[config.mk]
export PLATFORM = sky130hd
export DESIGN_NAME = writeback_stage_flat
export DESIGN_NICKNAME = d
export VERILOG_FILES = /design/src/rtl/writeback_stage_if.sv /design/src/rtl/writeback_stage.sv /design/src/flat_wrapper.sv
export SDC_FILE = /design/constraint.sdc
export NUM_CORES = 1
export LEC_CHECK = 0
export CORE_MARGIN = 2
export CORE_UTILIZATION = 46
export CTS_CLUSTER_DIAMETER = 60
export DETAILED_ROUTE_END_ITERATION = 6
export PLACE_DENSITY = 0.76
export SYNTH_ARGS = -nofsm -noshare
export SYNTH_HDL_FRONTEND = slang
export SYNTH_SLANG_ARGS = --single-unit
[constraint.sdc]
create_clock -name I_CLOCK -period 35.7 [get_ports I_CLOCK]
set_clock_uncertainty 0.05 [all_clocks]
set_input_delay 10.71 -clock I_CLOCK [delete_from_list [all_inputs] [get_ports I_CLOCK]]
set_output_delay 10.71 -clock I_CLOCK [all_outputs]
set_load 0.05 [all_outputs]
[src/rtl/writeback_stage_if.sv]
// Signal bundle between the memory/decode stages and the writeback stage.
// The master drives the I_* side and the slave (writeback_stage) drives the O_* side.
interface writeback_stage_if #(
    parameter int REG_WIDTH    = 16,
    parameter int NUM_REGS     = 16,
    parameter int IDX_WIDTH    = 4,
    parameter int OPCODE_WIDTH = 8,
    parameter int CNT_WIDTH    = 32
);
    logic                    I_LOCK;
    logic [REG_WIDTH-1:0]    I_ALUOut;
    logic [REG_WIDTH-1:0]    I_MemOut;
    logic [OPCODE_WIDTH-1:0] I_Opcode;
    logic [IDX_WIDTH-1:0]    I_DestRegIdx;
    logic                    I_FetchStall;
    logic                    I_DepStall;
    logic                    I_SetBusy;
    logic [IDX_WIDTH-1:0]    I_SetBusyIdx;
    logic [IDX_WIDTH-1:0]    I_RdIdx1;
    logic [IDX_WIDTH-1:0]    I_RdIdx2;

    logic                    O_LOCK;
    logic [REG_WIDTH-1:0]    O_RdData1;
    logic [REG_WIDTH-1:0]    O_RdData2;
    logic [NUM_REGS-1:0]     O_Busy;
    logic                    O_WBEnable;
    logic [IDX_WIDTH-1:0]    O_WBRegIdx;
    logic [REG_WIDTH-1:0]    O_WBData;
    logic [CNT_WIDTH-1:0]    O_RetireCount;
    logic [CNT_WIDTH-1:0]    O_StallCount;

    modport master (
        output I_LOCK, I_ALUOut, I_MemOut, I_Opcode, I_DestRegIdx,
               I_FetchStall, I_DepStall, I_SetBusy, I_SetBusyIdx,
               I_RdIdx1, I_RdIdx2,
        input  O_LOCK, O_RdData1, O_RdData2, O_Busy, O_WBEnable,
               O_WBRegIdx, O_WBData, O_RetireCount, O_StallCount
    );

    modport slave (
        input  I_LOCK, I_ALUOut, I_MemOut, I_Opcode, I_DestRegIdx,
               I_FetchStall, I_DepStall, I_SetBusy, I_SetBusyIdx,
               I_RdIdx1, I_RdIdx2,
        output O_LOCK, O_RdData1, O_RdData2, O_Busy, O_WBEnable,
               O_WBRegIdx, O_WBData, O_RetireCount, O_StallCount
    );
endinterface

[src/rtl/writeback_stage.sv]
// Final pipeline stage: retires instructions into the register file, serves two
// bypassed read ports, tracks the busy scoreboard and keeps retire/stall counters.
module writeback_stage #(
    parameter int REG_WIDTH    = 16,
    parameter int NUM_REGS     = 16,
    parameter int IDX_WIDTH    = 4,
    parameter int OPCODE_WIDTH = 8,
    parameter int CNT_WIDTH    = 32
) (
    input  logic             I_CLOCK,
    input  logic             I_RESET,
    writeback_stage_if.slave wb
);
    localparam logic [OPCODE_WIDTH-1:0] OP_NOP   = OPCODE_WIDTH'(8'h00);
    localparam logic [OPCODE_WIDTH-1:0] OP_LDW   = OPCODE_WIDTH'(8'h10);
    localparam logic [OPCODE_WIDTH-1:0] OP_STW   = OPCODE_WIDTH'(8'h11);
    localparam logic [OPCODE_WIDTH-1:0] OP_BRN   = OPCODE_WIDTH'(8'h20);
    localparam logic [OPCODE_WIDTH-1:0] OP_BRNZP = OPCODE_WIDTH'(8'h26);
    localparam logic [OPCODE_WIDTH-1:0] OP_JMP   = OPCODE_WIDTH'(8'h30);

    logic [REG_WIDTH-1:0] regs_q [NUM_REGS];

    logic                 lock_q,   lock_d;
    logic [NUM_REGS-1:0]  busy_q,   busy_d;
    logic                 wb_en_q,  wb_en_d;
    logic [IDX_WIDTH-1:0] wb_idx_q, wb_idx_d;
    logic [REG_WIDTH-1:0] wb_data_q, wb_data_d;
    logic [CNT_WIDTH-1:0] retire_q, retire_d;
    logic [CNT_WIDTH-1:0] stall_q,  stall_d;

    logic                 valid;
    logic                 bubble;
    logic                 is_branch;
    logic                 writes_reg;
    logic                 commit;
    logic [REG_WIDTH-1:0] wr_data;

    // Instruction decode for the current stage occupant.
    assign bubble     = wb.I_FetchStall | wb.I_DepStall;
    assign valid      = wb.I_LOCK & ~bubble;
    assign is_branch  = (wb.I_Opcode >= OP_BRN) && (wb.I_Opcode <= OP_BRNZP);
    assign writes_reg = !((wb.I_Opcode == OP_STW) || is_branch ||
                          (wb.I_Opcode == OP_JMP) || (wb.I_Opcode == OP_NOP));
    assign commit     = valid & writes_reg;
    assign wr_data    = (wb.I_Opcode == OP_LDW) ? wb.I_MemOut : wb.I_ALUOut;

    always_ff @(negedge I_CLOCK or posedge I_RESET) begin
        if (I_RESET) begin
            for (int i = 0; i < NUM_REGS; i++) begin
                regs_q[i] <= '0;
            end
        end else if (commit) begin
            regs_q[wb.I_DestRegIdx] <= wr_data;
        end
    end

    // Read ports see a same-cycle commit so decode never reads a stale value.
    logic [IDX_WIDTH-1:0] rd_idx  [2];
    logic [REG_WIDTH-1:0] rd_data [2];

    assign rd_idx[0] = wb.I_RdIdx1;
    assign rd_idx[1] = wb.I_RdIdx2;

    generate
        for (genvar gi = 0; gi < 2; gi++) begin : g_rd_port
            assign rd_data[gi] = (commit && (wb.I_DestRegIdx == rd_idx[gi])) ?
                                 wr_data : regs_q[rd_idx[gi]];
        end
    endgenerate

    assign wb.O_RdData1 = rd_data[0];
    assign wb.O_RdData2 = rd_data[1];

    always_comb begin
        lock_d    = wb.I_LOCK;
        busy_d    = busy_q;
        wb_en_d   = commit;
        wb_idx_d  = wb_idx_q;
        wb_data_d = wb_data_q;
        retire_d  = retire_q;
        stall_d   = stall_q;

        if (commit) begin
            busy_d[wb.I_DestRegIdx] = 1'b0;
            wb_idx_d  = wb.I_DestRegIdx;
            wb_data_d = wr_data;
        end
        // Applied after the clear: a new claim outranks the retiring producer.
        if (wb.I_LOCK && wb.I_SetBusy) begin
            busy_d[wb.I_SetBusyIdx] = 1'b1;
        end
        if (valid) begin
            retire_d = retire_q + CNT_WIDTH'(1);
        end
        if (wb.I_LOCK && bubble) begin
            stall_d = stall_q + CNT_WIDTH'(1);
        end
    end

    always_ff @(negedge I_CLOCK or posedge I_RESET) begin
        if (I_RESET) begin
            lock_q    <= 1'b0;
            busy_q    <= '0;
            wb_en_q   <= 1'b0;
            wb_idx_q  <= '0;
            wb_data_q <= '0;
            retire_q  <= '0;
            stall_q   <= '0;
        end else begin
            lock_q    <= lock_d;
            busy_q    <= busy_d;
            wb_en_q   <= wb_en_d;
            wb_idx_q  <= wb_idx_d;
            wb_data_q <= wb_data_d;
            retire_q  <= retire_d;
            stall_q   <= stall_d;
        end
    end

    assign wb.O_LOCK        = lock_q;
    assign wb.O_Busy        = busy_q;
    assign wb.O_WBEnable    = wb_en_q;
    assign wb.O_WBRegIdx    = wb_idx_q;
    assign wb.O_WBData      = wb_data_q;
    assign wb.O_RetireCount = retire_q;
    assign wb.O_StallCount  = stall_q;
endmodule

[src/flat_wrapper.sv]
// flat-port wrapper written by rule: the top's interface ports become plain ports
module writeback_stage_flat 
#(
    parameter int REG_WIDTH    = 16,
    parameter int NUM_REGS     = 16,
    parameter int IDX_WIDTH    = 4,
    parameter int OPCODE_WIDTH = 8,
    parameter int CNT_WIDTH    = 32
)
  (I_CLOCK, I_RESET, wb_I_LOCK, wb_I_ALUOut, wb_I_MemOut, wb_I_Opcode, wb_I_DestRegIdx, wb_I_FetchStall, wb_I_DepStall, wb_I_SetBusy, wb_I_SetBusyIdx, wb_I_RdIdx1, wb_I_RdIdx2, wb_O_LOCK, wb_O_RdData1, wb_O_RdData2, wb_O_Busy, wb_O_WBEnable, wb_O_WBRegIdx, wb_O_WBData, wb_O_RetireCount, wb_O_StallCount);
  writeback_stage_if #(.REG_WIDTH(REG_WIDTH), .NUM_REGS(NUM_REGS), .IDX_WIDTH(IDX_WIDTH), .OPCODE_WIDTH(OPCODE_WIDTH), .CNT_WIDTH(CNT_WIDTH)) wb_i ();
  input  logic I_CLOCK;
  input  logic I_RESET;
  input wire logic [$bits(wb_i.I_LOCK)-1:0] wb_I_LOCK;
  input wire logic [$bits(wb_i.I_ALUOut)-1:0] wb_I_ALUOut;
  input wire logic [$bits(wb_i.I_MemOut)-1:0] wb_I_MemOut;
  input wire logic [$bits(wb_i.I_Opcode)-1:0] wb_I_Opcode;
  input wire logic [$bits(wb_i.I_DestRegIdx)-1:0] wb_I_DestRegIdx;
  input wire logic [$bits(wb_i.I_FetchStall)-1:0] wb_I_FetchStall;
  input wire logic [$bits(wb_i.I_DepStall)-1:0] wb_I_DepStall;
  input wire logic [$bits(wb_i.I_SetBusy)-1:0] wb_I_SetBusy;
  input wire logic [$bits(wb_i.I_SetBusyIdx)-1:0] wb_I_SetBusyIdx;
  input wire logic [$bits(wb_i.I_RdIdx1)-1:0] wb_I_RdIdx1;
  input wire logic [$bits(wb_i.I_RdIdx2)-1:0] wb_I_RdIdx2;
  output wire logic [$bits(wb_i.O_LOCK)-1:0] wb_O_LOCK;
  output wire logic [$bits(wb_i.O_RdData1)-1:0] wb_O_RdData1;
  output wire logic [$bits(wb_i.O_RdData2)-1:0] wb_O_RdData2;
  output wire logic [$bits(wb_i.O_Busy)-1:0] wb_O_Busy;
  output wire logic [$bits(wb_i.O_WBEnable)-1:0] wb_O_WBEnable;
  output wire logic [$bits(wb_i.O_WBRegIdx)-1:0] wb_O_WBRegIdx;
  output wire logic [$bits(wb_i.O_WBData)-1:0] wb_O_WBData;
  output wire logic [$bits(wb_i.O_RetireCount)-1:0] wb_O_RetireCount;
  output wire logic [$bits(wb_i.O_StallCount)-1:0] wb_O_StallCount;
  assign wb_i.I_LOCK = wb_I_LOCK;
  assign wb_i.I_ALUOut = wb_I_ALUOut;
  assign wb_i.I_MemOut = wb_I_MemOut;
  assign wb_i.I_Opcode = wb_I_Opcode;
  assign wb_i.I_DestRegIdx = wb_I_DestRegIdx;
  assign wb_i.I_FetchStall = wb_I_FetchStall;
  assign wb_i.I_DepStall = wb_I_DepStall;
  assign wb_i.I_SetBusy = wb_I_SetBusy;
  assign wb_i.I_SetBusyIdx = wb_I_SetBusyIdx;
  assign wb_i.I_RdIdx1 = wb_I_RdIdx1;
  assign wb_i.I_RdIdx2 = wb_I_RdIdx2;
  assign wb_O_LOCK = wb_i.O_LOCK;
  assign wb_O_RdData1 = wb_i.O_RdData1;
  assign wb_O_RdData2 = wb_i.O_RdData2;
  assign wb_O_Busy = wb_i.O_Busy;
  assign wb_O_WBEnable = wb_i.O_WBEnable;
  assign wb_O_WBRegIdx = wb_i.O_WBRegIdx;
  assign wb_O_WBData = wb_i.O_WBData;
  assign wb_O_RetireCount = wb_i.O_RetireCount;
  assign wb_O_StallCount = wb_i.O_StallCount;
  writeback_stage #(.REG_WIDTH(REG_WIDTH), .NUM_REGS(NUM_REGS), .IDX_WIDTH(IDX_WIDTH), .OPCODE_WIDTH(OPCODE_WIDTH), .CNT_WIDTH(CNT_WIDTH)) u_core (.I_CLOCK(I_CLOCK), .I_RESET(I_RESET), .wb(wb_i));
endmodule
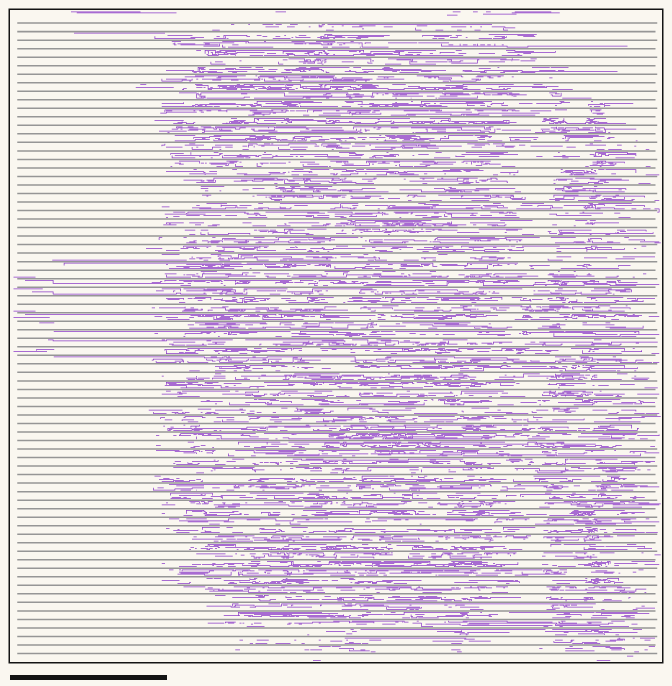
**Above:** run 1 (M1 wires).
The bar under the picture is 50 µm long. Supply wires on this layer in grey.
The longest straight run is 76.6 µm. 1403 nets have wire on it. The layer carries 21.1 mm of wire.

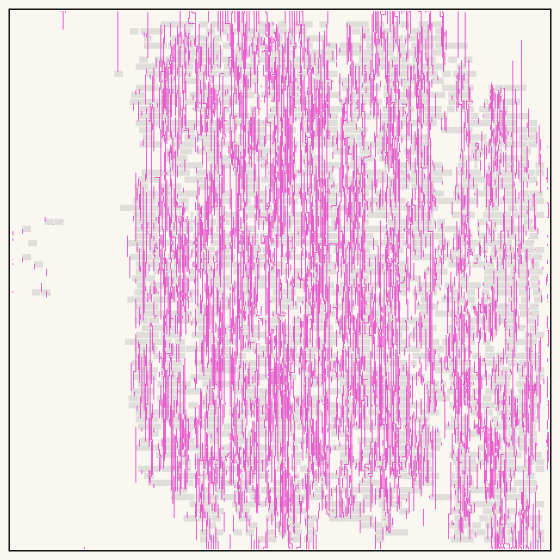
**Above:** run 1 (M2 wires).
Cells faint in the background.
The longest straight run is 90.4 µm. The wires run mostly vertical. The layer holds 49% of the routed length.

==> impl_metrics.yaml, run 1 <==
# synthesis and place-and-route metrics
floorplanning:
  die_h_um: 208
  coreArea_mm2: 0.0410
  ios: 196
  die_area_mm2: 0.0433
  die_w_um: 208
  row_count: 74
  core_util_floorplan: 0.468
final_layout:
  logic_area_mm2: 0.00966
  diodes: 0
  seq_area_mm2: 0.00896
  area_growth_pct: 18.5
  layout.nets: 1516
  fillers: 3240
  final_core_util: 0.554
place:
  numPortBuffers: 195
  place_congestion: 0.834
  hpwl_um: 31400
synth:
  fp_nets: 1364
  yosysMostFrequentCell: "dfrtn_1"
  postSynthSeqShare: 0.467
  synth-edff-count: 0
  ys_types: 51
  postSynthAreaPerCell_um2: 14.8
  synthTopCellsByArea: "dfrtn_1, mux4_2, mux2_2, mux2_4, a22oi_1"
  synth-seq-cells: 358
  yosys.area.top_type_share: 0.467
  synthCells: 1300
  ys_cells: 1300
  yosys_area_mm2: 0.0192
  async_flop_share: 1.00
  yosysTopAreaCell: "dfrtn_1"
  synth-warning-count: 0
  syn-cell-area_mm2: 0.0192
  synthTopCellsByCount: "dfrtn_1, mux2_2, mux4_2"
  flop_cell: "dfrtn_1"
route:
  finalWirelength_um: 49400
  antenna_left: 0
  wire_per_inst_um: 24.6
  drc: 0
  detailroute.via_count: 12500
  viasPerCell: 6.22
  drt_iter0_markers: 1054
  first_pass_iters: 5
clocking:
  clk_pin_slew_ps: 50
  cts_inserted_buffers: 38
  cts_setup_buffers: 0
  cts-hold-fix-buffers: 0
  cts.sinks: 358
  htreeDepth: 2
  ctsResizeCount: 0
  cts-root-buf: "clkbuf_16"
  clock_latency_ps: 530
  cts_tree: "done"
  clock_path_buffers: 3
sta:
  slew_violations: 0
  relSlewSlack: 0.260
  setup_tns_ps: 0
  hold_viol_final: 0
  tightestPinTransition_ps: 1100
  rsz0062_at_grt: "no"
  setup_viol: 0
setup_path:
  critPathRequiredTime_ps: 24940
  path_class: "reg -> out"
  reg2reg_depth: 4
  reg2reg_setup_slack_ps: 33330
  cp_cell_sequence: "mux4_2, a22oi_1, nand2_1, mux2_4, clkdlybuf4s50_1"
  cp_max_fo: 3
  startpoint: "u_core.regs_q[181]"
  cpPeakStageDelay_ps: 710
  timing.rr.start: "u_core.wb.O_StallCount[4]"
  cp-endpoint: "wb_O_RdData2[5]"
  r2r_end: "u_core.wb.O_StallCount[27]"
  endpoint_kind: "primary output"
  setup.worst_path.start_class: "flip-flop"
  slowest_stage: "clkdlybuf4s50_1"
pwr:
  peakVddDrop_mv: 0.0281
  power_density_mw_per_mm2: 53.7
global_route:
  grt_pass1_wl_um: 77900
  grt_antenna_before_repair: 0
  grt_pass1_vias: 13100
  globalRouteTotalUtil: 0.230
  overflow: 0
  grt_max_degree: 188
job:
  log.warning_count: 30
  drv_cap: 0
worst_hold_path:
  hp-class: "reg -> reg"
  holdPathStages: 1
status:
  status: "finished, final reports clean"
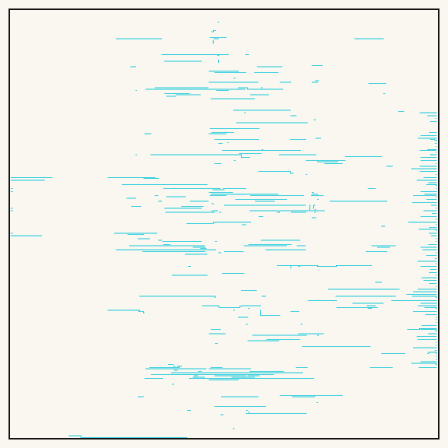
**Above:** run 1 (metal 3).
The layer holds 6.2% of the routed length. The wires run mostly horizontal. The longest straight run is 63.9 µm. 200 nets have wire on it.

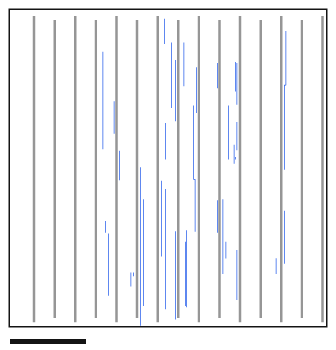
**Above:** run 1 (met4 routing).
The bar under the picture is 50 µm long. Supply wires on this layer in grey.
The layer carries 1260 µm of wire. 25 nets have wire on it. The layer holds 2.6% of the routed length.

[run 1: layer usage]
metal,track usage,up-vias,wire [µm],part of all wire
met3,0.0358,83,3040,0.061
met4,0.0729,0,1260,0.026
met2,0.380,468,24000,0.49
li1,-,5277,-,-
met5,0,-,0,0
met1,0.313,6666,21100,0.43
[run 1: cells by family (layout without fill, tap and decap cells)]
group | count (synthesis) | count (layout) | share of synthesized area
AOI/OAI and AO/OA | 88 | 88 | 0.0369
xor gates and xnor gates | 70 | 70 | 0.0320
adders and majority gates | 2 | 2 | 0.00130
buffers and inverters | 106 | 282 | 0.0297
DFF | 358 | 358 | 0.467
muxes | 452 | 452 | 0.359
and+or+nand+nor | 224 | 224 | 0.0742
[run 1: worst max-delay path: cells and delay by family, from the launching register on]
family	cells	cell delay, ps
AND-OR/OR-AND	1	420
buffers and inverters	1	710
AND/OR/NAND/NOR	1	110
multiplexers	2	780
flip-flops	1	360
[run 1: report_power, final]
group          leakage [nW]  internal, mW  switching [mW]
combinational          4.70         0.136           0.156
sequential             4.73         0.466          0.0426
clock                 0.650         0.258           0.163
total                  10.1         0.859           0.361
[run 1: sequential cells by signal, summed over array words and instances (netlist names)]
signal	count
u_core.wb.O_WBData	16
u_core.wb.O_RetireCount	32
u_core.wb.O_StallCount	32
u_core.wb.O_WBEnable	1
u_core.wb.O_LOCK	1
u_core.regs_q	256
u_core.wb.O_WBRegIdx	4
u_core.wb.O_Busy	16
[run 1: cells in the final DEF, fill, tap and decap left out, types with 15 or more instances in the layout]
master	n
mux4_2	128
nand4_1	25
buf_4	15
clkdlybuf4s50_1	191
clkbuf_16	41
nand2_1	64
xor2_1	22
mux2_4	93
nor2_1	17
dfrtn_1	358
mux2_2	224
a22oi_1	64
nand3_1	25
xnor2_1	48
[run 1: worst min-delay path by stage]
| stage | startpoint | end |
|---|---|---|
| 2_1_floorplan | u_core.regs_q[114] | u_core.regs_q[114] |
| 3_3_place_gp | u_core.wb.O_StallCount[31] | u_core.wb.O_StallCount[31] |
| 3_5_place_dp | u_core.wb.O_StallCount[22] | u_core.wb.O_StallCount[22] |
| 4_1_cts | u_core.wb.O_Busy[3] | u_core.wb.O_Busy[3] |
| 5_1_grt | u_core.wb.O_Busy[3] | u_core.wb.O_Busy[3] |
| 6_report | u_core.wb.O_RetireCount[31] | u_core.wb.O_RetireCount[31] |
[run 1: per-stage QoR]
stage	cells	setup WS, ps	hold WS (ps)	cell area, µm²	power, mW
floorplan	1300	2470	382	19200	0.713
global placement	1944	3900	362	21400	0.796
detailed placement	1944	3840	387	21400	0.805
CTS	2008	4200	388	22700	1.23
global route	2008	4160	406	22700	1.26
finish	2008	4180	378	22700	1.22
[run 1: cell type report]
cell class / count / share of cell area
clock buffer: 56 / 0.0520
clock inverter: 8 / 0.00666
inverter: 8 / 0.00149
multi-input combinational: 836 / 0.425
sequential: 358 / 0.394
tap: 532 / 0.0293
timing repair buffer: 210 / 0.0913
**Run 1: track usage over the die**

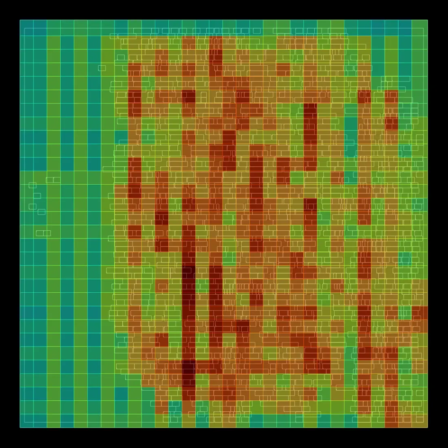

--- run 2 (diff from run 1) ---
--- a/config.mk
+++ b/config.mk
@@ -5,11 +5,13 @@
 export SDC_FILE = /design/constraint.sdc
 export NUM_CORES = 1
 export LEC_CHECK = 0
+export CELL_PAD_IN_SITES_DETAIL_PLACEMENT = 0
+export CELL_PAD_IN_SITES_GLOBAL_PLACEMENT = 1
 export CORE_MARGIN = 2
-export CORE_UTILIZATION = 46
+export CORE_UTILIZATION = 26
 export CTS_CLUSTER_DIAMETER = 60
 export DETAILED_ROUTE_END_ITERATION = 6
-export PLACE_DENSITY = 0.76
+export PLACE_DENSITY = 0.53
 export SYNTH_ARGS = -nofsm -noshare
 export SYNTH_HDL_FRONTEND = slang
 export SYNTH_SLANG_ARGS = --single-unit
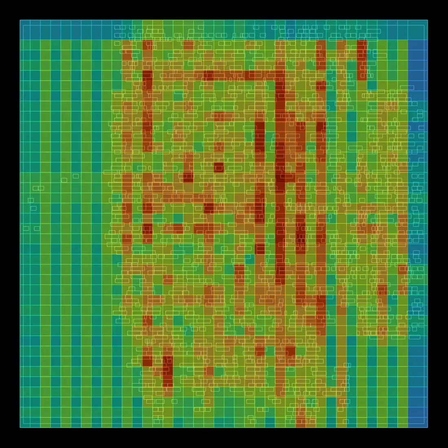
**Above:** run 2 (track usage over the die).
Global Route Usage Sum: 0.157
routing usage on met3: 0.0287
utilization after layout: 0.321
met2 Track Usage GR: 0.245

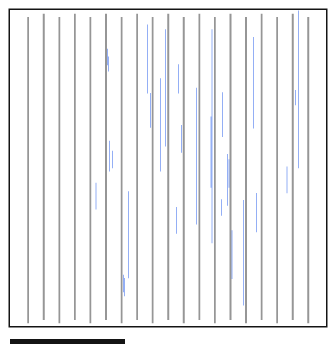
**Above:** run 2 (met4 routing).
The bar under the picture is 100 µm long. Supply wires on this layer in grey.
The layer carries 1450 µm of wire. The layer holds 2.4% of the routed length.

==> run 2 against run 1 <==
Sequential power barely moved. Register-to-register slack lost 50 ps. Clock power is 6.2% higher. Critical endpoint is now wb_O_RdData1[6]. Largest power group unchanged. Highest routed layer unchanged.
==> impl_metrics.yaml, run 2 <==
# synthesis and place-and-route metrics
final_layout:
  layout.nets: 1529
  fillers: 7179
  largest_register_ffs: 256
  lay_top_count: "dfrtn_1"
  area_growth_pct: 22.0
global_route:
  overflow: 0
  grt_pass1_vias: 12700
  grt_max_degree: 168
  grt_antenna_before_repair: 1
clocking:
  cts_inserted_buffers: 44
  cts.sinks: 358
  cts_tree: "done"
  cts-hold-fix-buffers: 0
  htreeDepth: 2
  cts-root-buf: "clkbuf_16"
job:
  log.warning_count: 29
  drv_cap: 0
floorplanning:
  die_area_mm2: 0.0760
  die_h_um: 276
  row_count: 99
  core_util_floorplan: 0.263
  ios: 196
  die_w_um: 276
setup_path:
  startpoint: "u_core.regs_q[182]"
  critPathRequiredTime_ps: 24940
  slowest_stage: "clkdlybuf4s50_1"
  cp_max_fo: 3
  path_class: "reg -> out"
  cp_cell_sequence: "mux4_2, a22oi_1, nand2_1, mux2_4, clkdlybuf4s50_1"
pwr:
  switching_share: 0.305
  pwr-share-clk: 0.358
  peakVddDrop_mv: 0.0393
  power_frac_comb: 0.236
  total_power_mw: 1.25
  p_int_mw: 0.868
  power.share.sequential: 0.406
  p_sw_mw: 0.382
synth:
  yosys_area_mm2: 0.0192
  synth-seq-cells: 358
  synthTopCellsByCount: "dfrtn_1, mux2_2, mux4_2"
  synth-warning-count: 0
  synthCells: 1300
  yosysMostFrequentCell: "dfrtn_1"
  async_flop_share: 1.00
  synth-edff-count: 0
  syn-cell-area_mm2: 0.0192
  fp_nets: 1364
  ys_types: 51
  yosys.area.top_type_share: 0.467
  yosysTopAreaCell: "dfrtn_1"
  flop_cell: "dfrtn_1"
  postSynthAreaPerCell_um2: 14.8
  synthTopCellsByArea: "dfrtn_1, mux4_2, mux2_2, mux2_4, a22oi_1"
sta:
  relSlewSlack: 0.201
  rsz0062_at_grt: "no"
  setup_tns_ps: 0
  holdWs_ps: 383
  setup_viol: 0
  slew_violations: 0
  hold_viol_final: 0
route:
  finalWirelength_um: 59500
  viasPerCell: 4.97
  first_pass_iters: 5
  drt_iter0_markers: 901
  antenna_left: 0
  drc: 0
worst_hold_path:
  hp-class: "reg -> reg"
place:
  hpwl_um: 37500
  place_congestion: 0.742
  place_area_mm2: 0.0220
status:
  status: "finished, final reports clean"
-- run 2: final timing paths --
kind	slack, ps	cells past startpoint	to
max in group asynchronous	5490	4	u_core.wb.O_Busy[10]
max reg2reg	33280	4	u_core.wb.O_StallCount[31]
min in group asynchronous	28470	3	u_core.wb.O_RetireCount[11]
max	4100	5	wb_O_RdData1[6]
min reg2reg	380	1	u_core.wb.O_RetireCount[31]
min	380	1	u_core.wb.O_RetireCount[31]
-- run 2: cells by family after synthesis --
| group | after synthesis | synth area share |
|---|---|---|
| AOI/OAI and AO/OA | 88 | 0.0369 |
| adders and majority gates | 2 | 0.00130 |
| and+or+nand+nor | 224 | 0.0742 |
| buffers and inverters | 106 | 0.0297 |
| muxes | 452 | 0.359 |
| DFF | 358 | 0.467 |
| xor gates and xnor gates | 70 | 0.0320 |
-- run 2: power by group through the flow --
stage | Combinational, mW | Clock (mW) | Sequential (mW)
finish | 0.295 | 0.447 | 0.508
global route | 0.312 | 0.481 | 0.516
CTS | 0.299 | 0.462 | 0.508
detailed placement | 0.298 | 0 | 0.514
global placement | 0.296 | 0 | 0.511
floorplan | 0.160 | 0 | 0.553
-- run 2: final cells by class --
cell class / count / area, µm² / share of cell area
repair buffers: 217 / 2110 / 0.0904
multi-input cells: 836 / 9670 / 0.413
clock inverters: 15 / 166 / 0.00711
clock buffers: 60 / 1250 / 0.0535
well taps: 959 / 1200 / 0.0513
diodes: 2 / 5.00 / 0.000214
flip-flops and latches: 358 / 8960 / 0.383
inverters: 8 / 33.8 / 0.00144
-- run 2: stage by stage --
stage | worst slack (ps) | std cells
6_report | 4100 | 2455
5_1_grt | 4060 | 2454
4_1_cts | 4130 | 2453
3_5_place_dp | 3600 | 2378
3_3_place_gp | 3670 | 2378
2_1_floorplan | 2470 | 1300
-- run 2: layer usage --
metal,vias to the layer above,share of wire,track usage
li1,5336,-,-
met1,6503,0.47,0.222
met2,294,0.46,0.245
met3,77,0.050,0.0287
met4,0,0.024,0.0455
met5,-,0,0
-- run 2: critical path: cells and delay by family (launching register included) --
family | cells | cell delay [ps]
mux | 2 | 760
buf+inv | 1 | 710
simple gates | 1 | 110
compound gates | 1 | 470
flops | 1 | 360
No activity file was given, so power comes from the tool's default toggle rates.
